--- config.mk ---
export PLATFORM = sky130hd
export DESIGN_NAME = vga_timing_gen
export DESIGN_NICKNAME = d
export VERILOG_FILES = /design/src/rtl/vga_timing_gen.sv
export SDC_FILE = /design/constraint.sdc
export NUM_CORES = 1
export LEC_CHECK = 0
export CORE_MARGIN = 2
export CORE_UTILIZATION = 48
export CTS_CLUSTER_DIAMETER = 200
export CTS_CLUSTER_SIZE = 40
export DETAILED_ROUTE_END_ITERATION = 6
export GPL_ROUTABILITY_DRIVEN = 0
export GPL_TIMING_DRIVEN = 0
export PLACE_DENSITY = 0.79
export RECOVER_POWER = 100
export SKIP_LAST_GASP = 1
export SYNTH_ARGS = -nofsm -noshare
export SYNTH_HDL_FRONTEND = slang
export SYNTH_SLANG_ARGS = --single-unit
--- constraint.sdc ---
create_clock -name clk -period 2.45 [get_ports clk]
set_input_delay 0.245 -clock clk [delete_from_list [all_inputs] [get_ports clk]]
set_output_delay 0.245 -clock clk [all_outputs]
set_load 0.01 [all_outputs]
--- src/rtl/vga_timing_gen.sv ---
// vga_timing_gen
// Raster timing generator for a 640x480@60 VGA display (800x525 total).
// Produces the current pixel coordinate, sync pulses, the visible-area flag
// and one-clock line/frame strobes for the pong renderer.
//
// Ports:
//   clk          system clock
//   rst          synchronous reset, active-high (dominates en)
//   en           pixel-clock enable; the raster advances only when en=1
//   hpos[9:0]    current horizontal position, 0..H_TOTAL-1
//   vpos[9:0]    current vertical position, 0..V_TOTAL-1
//   hsync        horizontal sync, asserted level = HSYNC_POL
//   vsync        vertical sync, asserted level = VSYNC_POL
//   display_on   high while the position is inside the visible area
//   line_start   one-clock pulse on the enabled edge that loads hpos=0
//   frame_start  one-clock pulse on the enabled edge that loads (0,0)
//
// Every output is a flop. Sync and display flags are computed from the next
// counter values, so they always line up with hpos/vpos in the same cycle.

module vga_timing_gen #(
    parameter int unsigned H_ACTIVE  = 640,
    parameter int unsigned H_FP      = 16,
    parameter int unsigned H_SYNC    = 96,
    parameter int unsigned H_BP      = 48,
    parameter int unsigned V_ACTIVE  = 480,
    parameter int unsigned V_FP      = 10,
    parameter int unsigned V_SYNC    = 2,
    parameter int unsigned V_BP      = 33,
    parameter bit          HSYNC_POL = 1'b0,
    parameter bit          VSYNC_POL = 1'b0
) (
    input  logic       clk,
    input  logic       rst,
    input  logic       en,
    output logic [9:0] hpos,
    output logic [9:0] vpos,
    output logic       hsync,
    output logic       vsync,
    output logic       display_on,
    output logic       line_start,
    output logic       frame_start
);

    localparam int unsigned H_TOTAL = H_ACTIVE + H_FP + H_SYNC + H_BP;
    localparam int unsigned V_TOTAL = V_ACTIVE + V_FP + V_SYNC + V_BP;

    // The position counters are 10 bits wide, so neither total may exceed 1024.
    generate
        if (H_TOTAL > 1024 || V_TOTAL > 1024) begin : g_total_too_large
            $error("vga_timing_gen: H_TOTAL and V_TOTAL must both be <= 1024");
        end
    endgenerate

    localparam logic [9:0] H_LAST     = 10'(H_TOTAL - 1);
    localparam logic [9:0] V_LAST     = 10'(V_TOTAL - 1);
    localparam logic [9:0] H_VIS_END  = 10'(H_ACTIVE);
    localparam logic [9:0] V_VIS_END  = 10'(V_ACTIVE);
    localparam logic [9:0] HS_START   = 10'(H_ACTIVE + H_FP);
    localparam logic [9:0] HS_END     = 10'(H_ACTIVE + H_FP + H_SYNC);
    localparam logic [9:0] VS_START   = 10'(V_ACTIVE + V_FP);
    localparam logic [9:0] VS_END     = 10'(V_ACTIVE + V_FP + V_SYNC);

    logic [9:0] h_next;
    logic [9:0] v_next;
    logic       hsync_next;
    logic       vsync_next;
    logic       display_next;

    // Position the raster moves to on the next enabled edge.
    always_comb begin
        h_next = hpos + 10'd1;
        v_next = vpos;
        if (hpos == H_LAST) begin
            h_next = 10'd0;
            v_next = (vpos == V_LAST) ? 10'd0 : vpos + 10'd1;
        end
    end

    // Flags for the next position, so the registered flags carry zero skew
    // relative to the registered counters.
    always_comb begin
        hsync_next   = (h_next >= HS_START && h_next < HS_END) ? HSYNC_POL : ~HSYNC_POL;
        vsync_next   = (v_next >= VS_START && v_next < VS_END) ? VSYNC_POL : ~VSYNC_POL;
        display_next = (h_next < H_VIS_END) && (v_next < V_VIS_END);
    end

    // Reset parks the raster on the last pixel of the frame, so the first
    // enabled edge afterwards is an ordinary wrap into (0,0).
    always_ff @(posedge clk) begin
        if (rst) begin
            hpos       <= H_LAST;
            vpos       <= V_LAST;
            hsync      <= ~HSYNC_POL;
            vsync      <= ~VSYNC_POL;
            display_on <= 1'b0;
        end else if (en) begin
            hpos       <= h_next;
            vpos       <= v_next;
            hsync      <= hsync_next;
            vsync      <= vsync_next;
            display_on <= display_next;
        end
    end

    // Strobes fire only on the enabled edge that loads the new position and
    // drop on the following edge whatever en does, keeping them one clock wide.
    always_ff @(posedge clk) begin
        if (rst) begin
            line_start  <= 1'b0;
            frame_start <= 1'b0;
        end else if (en) begin
            line_start  <= (h_next == 10'd0);
            frame_start <= (h_next == 10'd0) && (v_next == 10'd0);
        end else begin
            line_start  <= 1'b0;
            frame_start <= 1'b0;
        end
    end

endmodule

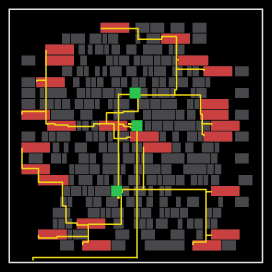
*Routed clock nets over the placement, run 1*
(4 px per micron)
clock-net drivers: in green, count 3. flip-flops: in red, count 25. clock wires: in yellow, length 374 microns.
Position of the flops: all over the die.

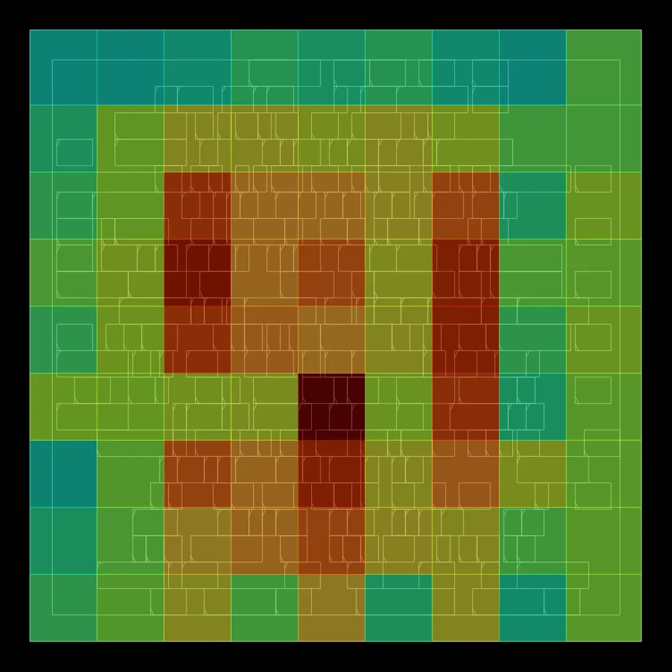
*Routing congestion, run 1*
GR peak layer: met2
grt met3 use: 0.0324
routed len/inst: 15.2 microns
met1 GRT Util: 0.327

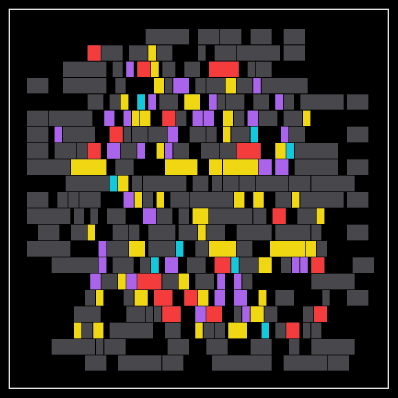
*Gate-type map, run 1*
(6 px per micron)
nand cells: in purple, cells 34. inv cells: in cyan, cells 8. and/or cells: in red, cells 17. nor cells: in yellow, cells 43.

==> results.yml, run 1 <==
# physical design summary
yosys:
  syn_area_sq_um: 1670
  ys_types: 49
  synthCells: 220
  top_cells_by_area: "dfxtp_1 (30%), o21ai_0 (5.1%), xnor2_1 (4.7%)"
  yosys_cells: 220
  ys_sh_aoi: 0.223
  synthesis.nets: 226
  synth_async_sr_flop_share: 0
  synthMuxAreaShare: 0.0180
  synthAdderAreaFrac: 0.0225
  yosys.area.top_type: "dfxtp_1"
  syn_area_per_cell_sq_um: 7.58
  numSynthFlops: 25
  flop_cell: "dfxtp_1"
  edf_count: 0
  yosys_area_sq_um: 1670
  synth.logic.top_family: "simple AND/OR/NAND/NOR gates"
  ys_warn_count: 0
  yosys.area.top_type_share: 0.300
timing:
  setup_ws_ns: -0.0242
  tightest_slew_ns: 0.580
  hold_viol_final: 0
  fin_skew_ns: 0.00546
  whs_ns: 0.492
  period_used_share: 1.01
  max_slew_margin: 0.614
  period_needed_ns: 2.47
  grt_setup_unrepaired: "yes"
  setup_violations: 1
setup_path:
  setup.worst_path.end: "frame_start"
  path_delay_family: "simple AND/OR/NAND/NOR gates"
  r2r_setup_slack_ns: -0.02
  end_kind: "register"
  cp_num_buf_inv: 2
  cp_max_fo: 6
  reg2regPathDepth: 8
  crit_path_start: "hpos[5]"
  startpoint_type: "register"
  reg2reg_from: "hpos[5]"
  slowest_stage: "or4b_4"
  cp_data_arrival_time_ns: 2.72
  worstReg2RegEnd: "frame_start"
  crit_type: "register to register"
  slowest_delay_ns: 0.57
  required_ns: 2.69
finish:
  layout_top_cell: "dfxtp_1"
  drive_gt1_frac: 0.140
  lay_top_cells: "dfxtp_1 (23), nor2_1 (18), nand2_1 (17)"
  fill_cells: 301
  fin_nets: 264
  n_antenna_cell: 0
  areaGrowthSynthToFinish_pct: 29.7
floorplanning:
  dieWidth_microns: 62.9
  num_rows: 21
  die_h_microns: 62.9
  initCoreUtil: 0.499
  io_pins: 28
  die-area_sq_um: 3960
  core_area_sq_um: 3340
global_route:
  gr-total-overflow: 0
  grt_util_all_layers: 0.229
  grt_max_degree: 16
  antenna_found_initial: 0
  first_global_vias: 1508
  grt_pass1_wl_microns: 7190
clock_network:
  clockBufferDepth: 2
  cts-htree-levels: 1
  cts_tree: "done"
  cts-hold-fix-buffers: 0
  clock-sinks: 25
  clk_pin_slew_ns: 0.16
  cts_buffers: 3
  root_buffer: "clkbuf_4"
  insertion_delay_ns: 0.34
placed_design:
  post-place-cells: 293
  dp_hpwl_microns: 2980
  place.port_buffers: 27
power:
  p_leak_nw: 0.758
  p_clk_frac: 0.179
  swShare: 0.385
  power_density_nw_per_um2: 535
  top_power_group: "combinational logic"
  pwr-share-comb: 0.413
  seqPwrFrac: 0.408
  worst_ir_drop_vdd_v: 0.000334
  p_int_mw: 0.712
  seq_power_mw: 0.472
  power.switching_mw: 0.445
  p_comb_mw: 0.477
  clk-power_mw: 0.207
job:
  log.warning_count: 28
  cap_violations: 0
hold_path:
  whs_path_depth: 1
  holdPathEnd: "display_on"
route:
  routed_wl_microns: 4610
  drc: 0
  drtAntennaViolNets: 0
  drt_first_pass_iters: 4
run_status:
  violations: "negative setup slack"
  status: "finished with violations"
==> run 1: registers in the layout, indices dropped and copies added, names as in the netlist <==
| signal | count |
|---|---|
| display_on | 1 |
| frame_start | 1 |
| hpos | 10 |
| hsync | 1 |
| line_start | 1 |
| vpos | 10 |
| vsync | 1 |
==> run 1: metal layers <==
metal,global-route usage,part of all wire,routed length [microns]
met5,0,0,0
met2,0.348,0.46,2130
met3,0.0324,0.071,326
met1,0.327,0.45,2080
met4,0.0806,0.016,72
==> run 1: layout make-up <==
class                           count  area [sq um]  share of cell area
Buffer                             14          67.6              0.0313
Clock buffer                        3          22.5              0.0104
Clock inverter                      1          7.51             0.00347
Inverter                            8          30.0              0.0139
Multi-Input combinational cell    169          1130               0.523
Sequential cell                    25           503               0.233
Tap cell                           46          57.6              0.0266
Timing Repair Buffer               37           343               0.159
==> run 1: per-stage QoR <==
stage	instance area [sq um]	power [mW]	util	TNS, ns	worst slack (ns)
floorplan	1670	0.755	-	0	0.0636
global placement	1990	0.871	0.598	-1.71	-0.210
detailed placement	1990	0.878	0.598	-2.08	-0.240
CTS	2130	1.13	0.638	0	0.0221
global route	2160	1.23	0.648	-0.168	-0.109
finish	2160	1.16	0.648	-0.0242	-0.0242
==> run 1: synth_stat cells (3+ instances only) <==
cell      number
a211oi_1       4
a21oi_1       14
a31oi_1        3
and3_1         6
clkbuf_1      14
dfxtp_1       25
ha_1           3
inv_1          7
mux2i_1        3
nand2_1       18
nand3_1       10
nand4_1        4
nor2_1        19
nor3_1        12
nor3b_1        3
nor4_1         3
o211ai_1       3
o21ai_0       17
o311ai_0       3
or3_1          6
xnor2_1        9
==> run 1: timing repair <==
action	4_1_cts	5_1_grt
gates cloned	0	0
resized	12	18
pin swaps	10	6
hold endpoints to repair	0	0
setup endpoints to repair	12	11
buffers inserted	8	2
--- run 2 (diff from run 1) ---
Settings changed: CTS_CLUSTER_DIAMETER 200 to not set.
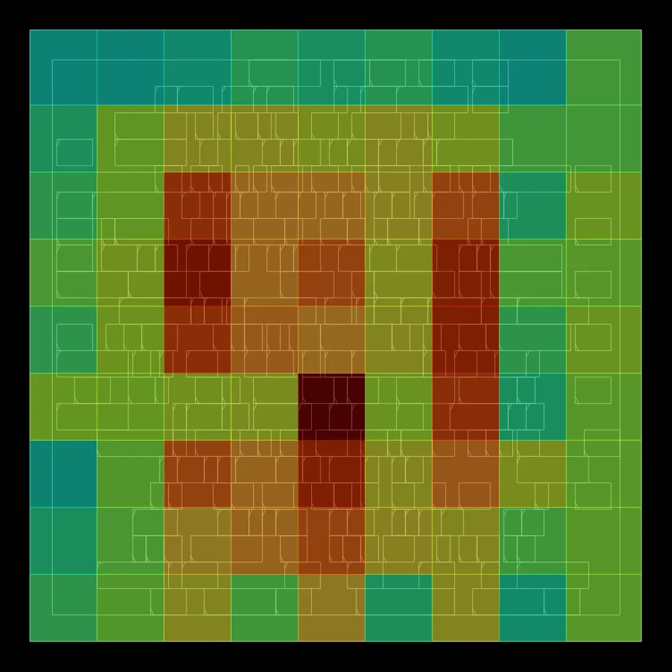
*Routing congestion, run 2*
GRT Total Usage: 0.229
end-of-flow core utilization: 0.648
GR Util met2: 0.348

==> run 2 against run 1 <==
  * The flow still finishes with violations (negative setup slack)
  * Final cell count stayed put
  * Die size stayed put
  * Total power stayed put
  * Via count stayed put
  * Area after synthesis stayed put
  * Critical endpoint unchanged
  * Core utilization stayed put
==> results.yml, run 2 <==
# physical design summary
run_status:
  status: "finished with violations"
  violations: "negative setup slack"
setup_path:
  crit_type: "register to register"
  cp_data_arrival_time_ns: 2.72
  cp_max_fo: 6
  path_delay_family: "simple AND/OR/NAND/NOR gates"
  startpoint_type: "register"
  end_kind: "register"
  slowest_delay_ns: 0.57
  crit_chain: "or4b_4 > or3_4 > buf_8 > buf_2 > o21ai_1 > o41ai_4 > nand4_1 > nor4bb_2"
  slowest_stage: "or4b_4"
  r2r_setup_slack_ns: -0.02
  required_ns: 2.69
  cp_num_buf_inv: 2
global_route:
  grt_use_met1: 0.327
  grt_pass1_wl_microns: 7190
  first_global_vias: 1508
  grt_max_degree: 16
  grt_busiest_layer: "met2"
  use_met3: 0.0324
  gr-total-overflow: 0
  antenna_found_initial: 0
timing:
  setup_violations: 1
  whs_ns: 0.492
  period_used_share: 1.01
  period_needed_ns: 2.47
  tightest_slew_ns: 0.580
  max_slew_margin: 0.614
  tns_ns: -0.0242
  fmax_mhz: 404
  fin_skew_ns: 0.00546
  setup_ws_ns: -0.0242
  slew_viol_final: 0
  hold_viol_final: 0
  grt_setup_unrepaired: "yes"
yosys:
  yosys_cells: 220
  flop_cell: "dfxtp_1"
  common_cells: "dfxtp_1 (25), nor2_1 (19), nand2_1 (18)"
  yosys.area.top_type_share: 0.300
  syn_area_per_cell_sq_um: 7.58
  syn_area_sq_um: 1670
  yosys.area.top_type: "dfxtp_1"
  numSynthFlops: 25
  synth_async_sr_flop_share: 0
  ys_seq_share: 0.300
  yosys_area_sq_um: 1670
  ys_types: 49
  synth.most_common_cell: "dfxtp_1"
  synthesis.nets: 226
  synthCells: 220
  ys_warn_count: 0
  edf_count: 0
  top_cells_by_area: "dfxtp_1 (30%), o21ai_0 (5.1%), xnor2_1 (4.7%)"
job:
  log.warning_count: 28
  cap_violations: 0
route:
  drtAntennaViolNets: 0
  wire_per_inst_microns: 15.2
  drt_first_pass_iters: 4
  drc: 0
  drtIter0Drc: 95
  via_count: 1790
  via_per_inst: 5.91
  routed_wl_microns: 4610
floorplanning:
  dieWidth_microns: 62.9
  io_pins: 28
  num_rows: 21
  die-area_sq_um: 3960
  initCoreUtil: 0.499
  die_h_microns: 62.9
  core_area_sq_um: 3340
finish:
  areaGrowthSynthToFinish_pct: 29.7
  final_cell_count_no_fill: 303
  drive_gt1_frac: 0.140
  fin_nets: 264
  largestRegisters: "hpos (10), vpos (10)"
  fill_cells: 301
  layout_top_cell: "dfxtp_1"
  n_antenna_cell: 0
  lay_top_cells: "dfxtp_1 (23), nor2_1 (18), nand2_1 (17)"
clock_network:
  root_buffer: "clkbuf_4"
  cts-htree-levels: 1
  cts_tree: "done"
  clock-sinks: 25
  insertion_delay_ns: 0.34
  clockBufferDepth: 2
  cts-hold-fix-buffers: 0
  cts_buffers: 3
  clk_pin_slew_ns: 0.16
placed_design:
  place.port_buffers: 27
  dp_hpwl_microns: 2980
  post-place-cells: 293
power:
  worst_ir_drop_vdd_v: 0.000334
  p_total_mw: 1.16
  power_density_nw_per_um2: 535
  p_leak_nw: 0.758
hold_path:
  hold_class: "register to register"
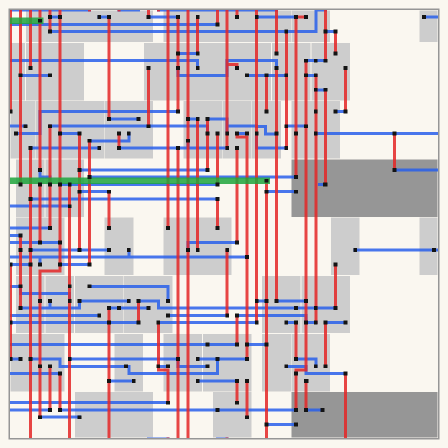
*Layout detail, run 2*
Region (37, 6) to (57, 26) microns. Cells in grey, sequential cells in the stronger grey; small squares are vias.
M1: in blue. M2: in red. M3: in green.
Sequential cells in the window: 2. Most frequent: nand2_1 (4), a21oi_1 (4). 36 logic cells have their middle in the window. Netlist names of flops here include vpos (2).

==> run 2: layout make-up <==
cell class                      count  area [sq um]  area share
Buffer                             14          67.6      0.0313
Clock inverter                      1          7.51     0.00347
Inverter                            8          30.0      0.0139
Clock buffer                        3          22.5      0.0104
Multi-Input combinational cell    169          1130       0.523
Sequential cell                    25           503       0.233
Tap cell                           46          57.6      0.0266
Timing Repair Buffer               37           343       0.159
==> run 2: layer usage <==
| metal | part of all wire | vias to the layer above |
|---|---|---|
| met1 | 0.45 | 813 |
| met3 | 0.071 | 7 |
| met4 | 0.016 | 0 |
| met5 | 0 | - |
| met2 | 0.46 | 78 |
| li1 | - | 892 |
==> run 2: repair_timing <==
action	4_1_cts	5_1_grt
setup buffers	8	2
setup endpoints to repair	12	11
gates resized	12	18
pin swaps	10	6
==> run 2: kinds of logic (layout without fill, tap and decap cells) <==
kind of cell | after synthesis | after routing | synth area share
simple gates | 94 | 94 | 0.310
compound gates | 58 | 58 | 0.223
buf+inv | 26 | 63 | 0.0683
flops | 25 | 25 | 0.300
xor+xnor | 11 | 11 | 0.0578
fa+ha+maj | 3 | 3 | 0.0225
mux | 3 | 3 | 0.0180
==> run 2: worst paths after layout <==
check,end,depth (start not counted),startpoint
setup / recovery,frame_start,8,hpos[5]
hold / removal,display_on,1,display_on
setup reg to reg,frame_start,8,hpos[5]
hold reg to reg,display_on,1,display_on
==> run 2: per-stage QoR <==
step,cell area (sq um),util,setup slack (ns)
floorplan,1670,-,0.0636
global placement,1990,0.598,-0.210
detailed placement,1990,0.598,-0.240
CTS,2130,0.638,0.0221
finish,2160,0.648,-0.0242
global route,2160,0.648,-0.109
==> run 2: power by group <==
part           switching (mW)  internal [mW]  total (mW)
Sequential             0.0393          0.433       0.472
Combinational           0.261          0.216       0.477
Clock                   0.145         0.0627       0.207
Power is estimated from default activity; no workload was simulated.
